===== src/rtl/led_channel_ctrl.sv =====
// Multi-channel LED driver: shared tick prescaler and PWM counter, with a per-channel
// OFF / ON / BLINK / PWM mode loaded through a single-cycle write port.
module led_channel_ctrl #(
    parameter int CLK_HZ       = 25000000,
    parameter int TICK_HZ      = 1000,
    parameter int CHANNELS     = 4,
    parameter int PER_W        = 16,
    parameter int PWM_W        = 8,
    parameter int PER_RESET    = 500,
    parameter int RESET_BLINK0 = 1,
    localparam int CH_W        = (CHANNELS > 1) ? $clog2(CHANNELS) : 1
) (
    input  logic                clk,
    input  logic                rst_n,
    input  logic                cfg_we,
    input  logic [CH_W-1:0]     cfg_ch,
    input  logic [1:0]          cfg_mode,
    input  logic [PER_W-1:0]    cfg_period,
    input  logic [PWM_W-1:0]    cfg_duty,
    output logic [CHANNELS-1:0] led_out,
    output logic                tick_out
);

    localparam int DIV   = CLK_HZ / TICK_HZ - 1;
    localparam int CNT_W = (DIV > 0) ? $clog2(DIV + 1) : 1;

    localparam logic [CNT_W-1:0] DIV_V     = CNT_W'(DIV);
    localparam logic [PER_W-1:0] PER_RST_V = PER_W'(PER_RESET);
    localparam logic [CH_W:0]    CH_LIMIT  = (CH_W + 1)'(CHANNELS);

    typedef enum logic [1:0] {
        MODE_OFF   = 2'd0,
        MODE_ON    = 2'd1,
        MODE_BLINK = 2'd2,
        MODE_PWM   = 2'd3
    } mode_e;

    logic [CNT_W-1:0]    presc_q, presc_d;
    logic                tick_q, tick_d;
    logic [PWM_W-1:0]    pwm_q, pwm_d;
    logic [CHANNELS-1:0] led_q, led_d;
    logic [CHANNELS-1:0] phase_q, phase_d;
    logic                cfgHit;

    mode_e            mode_q     [CHANNELS];
    mode_e            mode_d     [CHANNELS];
    logic [PER_W-1:0] period_q   [CHANNELS];
    logic [PER_W-1:0] period_d   [CHANNELS];
    logic [PWM_W-1:0] duty_q     [CHANNELS];
    logic [PWM_W-1:0] duty_d     [CHANNELS];
    logic [PER_W-1:0] blinkCnt_q [CHANNELS];
    logic [PER_W-1:0] blinkCnt_d [CHANNELS];

    // tick_q is high during the cycle where the prescaler sits at DIV, so blink
    // counters advance on the edge that ends that cycle.
    always_comb begin
        presc_d = (presc_q == DIV_V) ? '0 : presc_q + CNT_W'(1);
        tick_d  = (presc_d == DIV_V);
        pwm_d   = pwm_q + PWM_W'(1);
        cfgHit  = cfg_we && ({1'b0, cfg_ch} < CH_LIMIT);
        phase_d = phase_q;
        led_d   = '0;

        for (int i = 0; i < CHANNELS; i++) begin
            mode_d[i]     = mode_q[i];
            period_d[i]   = period_q[i];
            duty_d[i]     = duty_q[i];
            blinkCnt_d[i] = blinkCnt_q[i];

            // A write to this channel takes priority over a coincident tick.
            if (cfgHit && (cfg_ch == CH_W'(i))) begin
                mode_d[i]     = mode_e'(cfg_mode);
                period_d[i]   = cfg_period;
                duty_d[i]     = cfg_duty;
                blinkCnt_d[i] = '0;
                phase_d[i]    = 1'b0;
            end else if (tick_q) begin
                if (blinkCnt_q[i] == ((period_q[i] == '0) ? '0 : period_q[i] - PER_W'(1))) begin
                    blinkCnt_d[i] = '0;
                    phase_d[i]    = ~phase_q[i];
                end else begin
                    blinkCnt_d[i] = blinkCnt_q[i] + PER_W'(1);
                end
            end

            case (mode_d[i])
                MODE_OFF:   led_d[i] = 1'b0;
                MODE_ON:    led_d[i] = 1'b1;
                MODE_BLINK: led_d[i] = phase_d[i];
                MODE_PWM:   led_d[i] = (pwm_d < duty_d[i]);
                default:    led_d[i] = 1'b0;
            endcase
        end
    end

    always_ff @(posedge clk) begin
        if (!rst_n) begin
            presc_q <= '0;
            tick_q  <= 1'b0;
            pwm_q   <= '0;
            led_q   <= '0;
            phase_q <= '0;
            for (int i = 0; i < CHANNELS; i++) begin
                mode_q[i]     <= ((i == 0) && (RESET_BLINK0 != 0)) ? MODE_BLINK : MODE_OFF;
                period_q[i]   <= PER_RST_V;
                duty_q[i]     <= '0;
                blinkCnt_q[i] <= '0;
            end
        end else begin
            presc_q <= presc_d;
            tick_q  <= tick_d;
            pwm_q   <= pwm_d;
            led_q   <= led_d;
            phase_q <= phase_d;
            for (int i = 0; i < CHANNELS; i++) begin
                mode_q[i]     <= mode_d[i];
                period_q[i]   <= period_d[i];
                duty_q[i]     <= duty_d[i];
                blinkCnt_q[i] <= blinkCnt_d[i];
            end
        end
    end

    assign led_out  = led_q;
    assign tick_out = tick_q;

endmodule


===== config.mk =====
export PLATFORM = sky130hd
export DESIGN_NAME = led_channel_ctrl
export DESIGN_NICKNAME = d
export VERILOG_FILES = /design/src/rtl/led_channel_ctrl.sv
export SDC_FILE = /design/constraint.sdc
export NUM_CORES = 1
export LEC_CHECK = 0
export CORE_MARGIN = 8
export CORE_UTILIZATION = 33
export CTS_CLUSTER_SIZE = 14
export DETAILED_ROUTE_END_ITERATION = 12
export MAX_ROUTING_LAYER = met4
export RECOVER_POWER = 100
export SLEW_MARGIN = 40
export SYNTH_ARGS = -nofsm -noshare
export SYNTH_HDL_FRONTEND = slang
export SYNTH_SLANG_ARGS = --single-unit

===== constraint.sdc =====
create_clock -name clk -period 3.9 [get_ports clk]
set_input_delay 0.585 -clock clk [delete_from_list [all_inputs] [get_ports clk]]
set_output_delay 0.585 -clock clk [all_outputs]
set_load 0.01 [all_outputs]

**Routed metal, one color a layer**

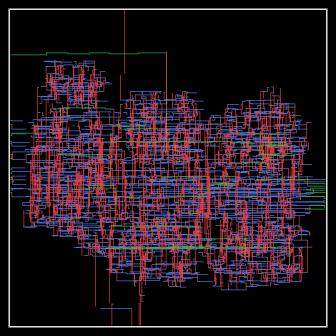
Key: green = metal 3 [wire length 1,110 um]; red = metal 2 [wire length 12,600 um]; orange = metal 4 [wire length 197 um]; blue = metal 1 [wire length 14,500 um]
Global Route Usage Sum: 14.1%
WL/cell: 15.1 um
vias: 9,850
Routed WL: 28,400 um

**Cell area per tile**

The die is cut into 20 by 20 equal tiles; white is low, dark blue is high, 0 to 100% covered.
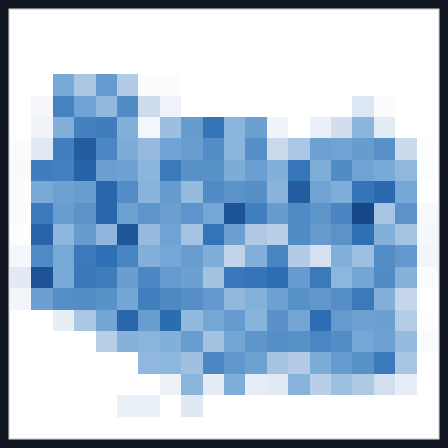
The emptiest ninth of the die: north-east. The mean over all tiles is 30%. 3.7% of the tiles are over 75% full. The fullest tile reaches 91%. 39% of the tiles are nearly empty.

**Track usage over the die**

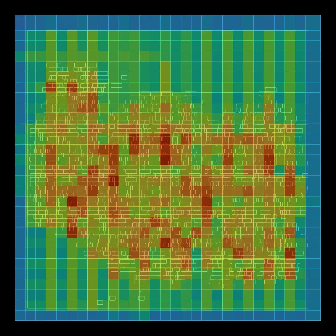
grt peak-use layer: met2
met3 Use GR: 2.89%
met2 GRT Util: 21.3%
post-layout util: 37.1%
M1 GR Usage: 19.5%

==> reports/metrics.cfg <==
[routing]
drt_iter0_markers=561
wl_met1_um=14500
viasPerCell=5.24
wl_met3_um=1110
drc_errors=0

[setup_path]
critPathLaunchType=register
crit_slowest_cell=nor3b_1
crit_start=period_q[3][0]$_SDFFE_PN0P_
required_ps=4210
crit_top_cell=nand4_1
crit_path_end_kind=register
crit_type=reg2reg
reg2reg_depth=11
critical_path.top_delay_family=simple AND/OR/NAND/NOR gates
timing.rr.end=blinkCnt_q[3][13]$_SDFFE_PP0P_
arrival_ps=3790
critical_path_depth=11
worstSetupEndpoint=blinkCnt_q[3][13]$_SDFFE_PP0P_

[job]
maxCapViolations=1
warning_count=26

[timing]
drv_slew=54
whs_ps=474
fin_crit_ps=3480
hold_violations=0
slew_headroom_pct=-61.0
max_freq_mhz=288

[cells_and_area]
finalNonFillerCells=1878
clk_share_pct=4.71
drive_above_1_share_pct=5.83
num_antenna_cells=0
largestClassByArea=combinational gates
seq_area_um2=4000
n_all_inverters=26
final_cell_mix=211 x nand2_1, 200 x dfxtp_1, 172 x nor2_1
nFillCells=3636
seq_cells=200
buffers_excl_clock=51
reg.largest.list=blinkCnt_q (64), period_q (64), duty_q (32)
nNetsFinal=1479
buf_share_pct=3.30
clkbuf_count=18
sh_comb_area_pct=55.5

[global_route]
grt_overflow=0
antenna_found_initial=0
grt_start_max_net_pins=54
grt_pass1_wl_um=47100

[synthesis]
synth.mux.area_fraction_pct=3.64
yosys-top-cells-count=211 x nand2_1, 200 x dfxtp_1, 172 x nor2_1
ys_types=91
adder_share_pct=4.10
synth_area_um2=11600
synth_top_area_share_pct=34.6
top_cell=nand2_1
ys_sh_xor_pct=11.7
ys_warn_count=0
area_leaders=dfxtp_1 35%, nand2_1 6.8%, xor2_1 6.3%
synth_simple_gate_area_share_pct=30.3
yosysChipArea_um2=11600
edf_count=0

[clocking]
clk_pin_slew_worst_paths_ps=70
ctsHoldBuffers=0
cts-root-buf=clkbuf_16
cts_tree=built
htreeDepth=4

[power_and_ir_drop]
ir_drop_v=0.000333
power_leader=sequential cells
power_frac_seq_pct=48.6
p_leak_nw=4.76
swShare_pct=26.6

[place]
dpl_cell_area_um2=12300
pre_cts_slack_ps=324
dp_cells=1846
dp_hpwl_um=20700

[status]
violations=max-capacitance violations, max-slew violations
status=complete, but fails checks

[floorplanning]
die-area_um2=41400
dieWidth_um=203
die_h_um=203
num_tap_cells=455
core.rowCount=68

[hold_path]
hold_path_depth=1

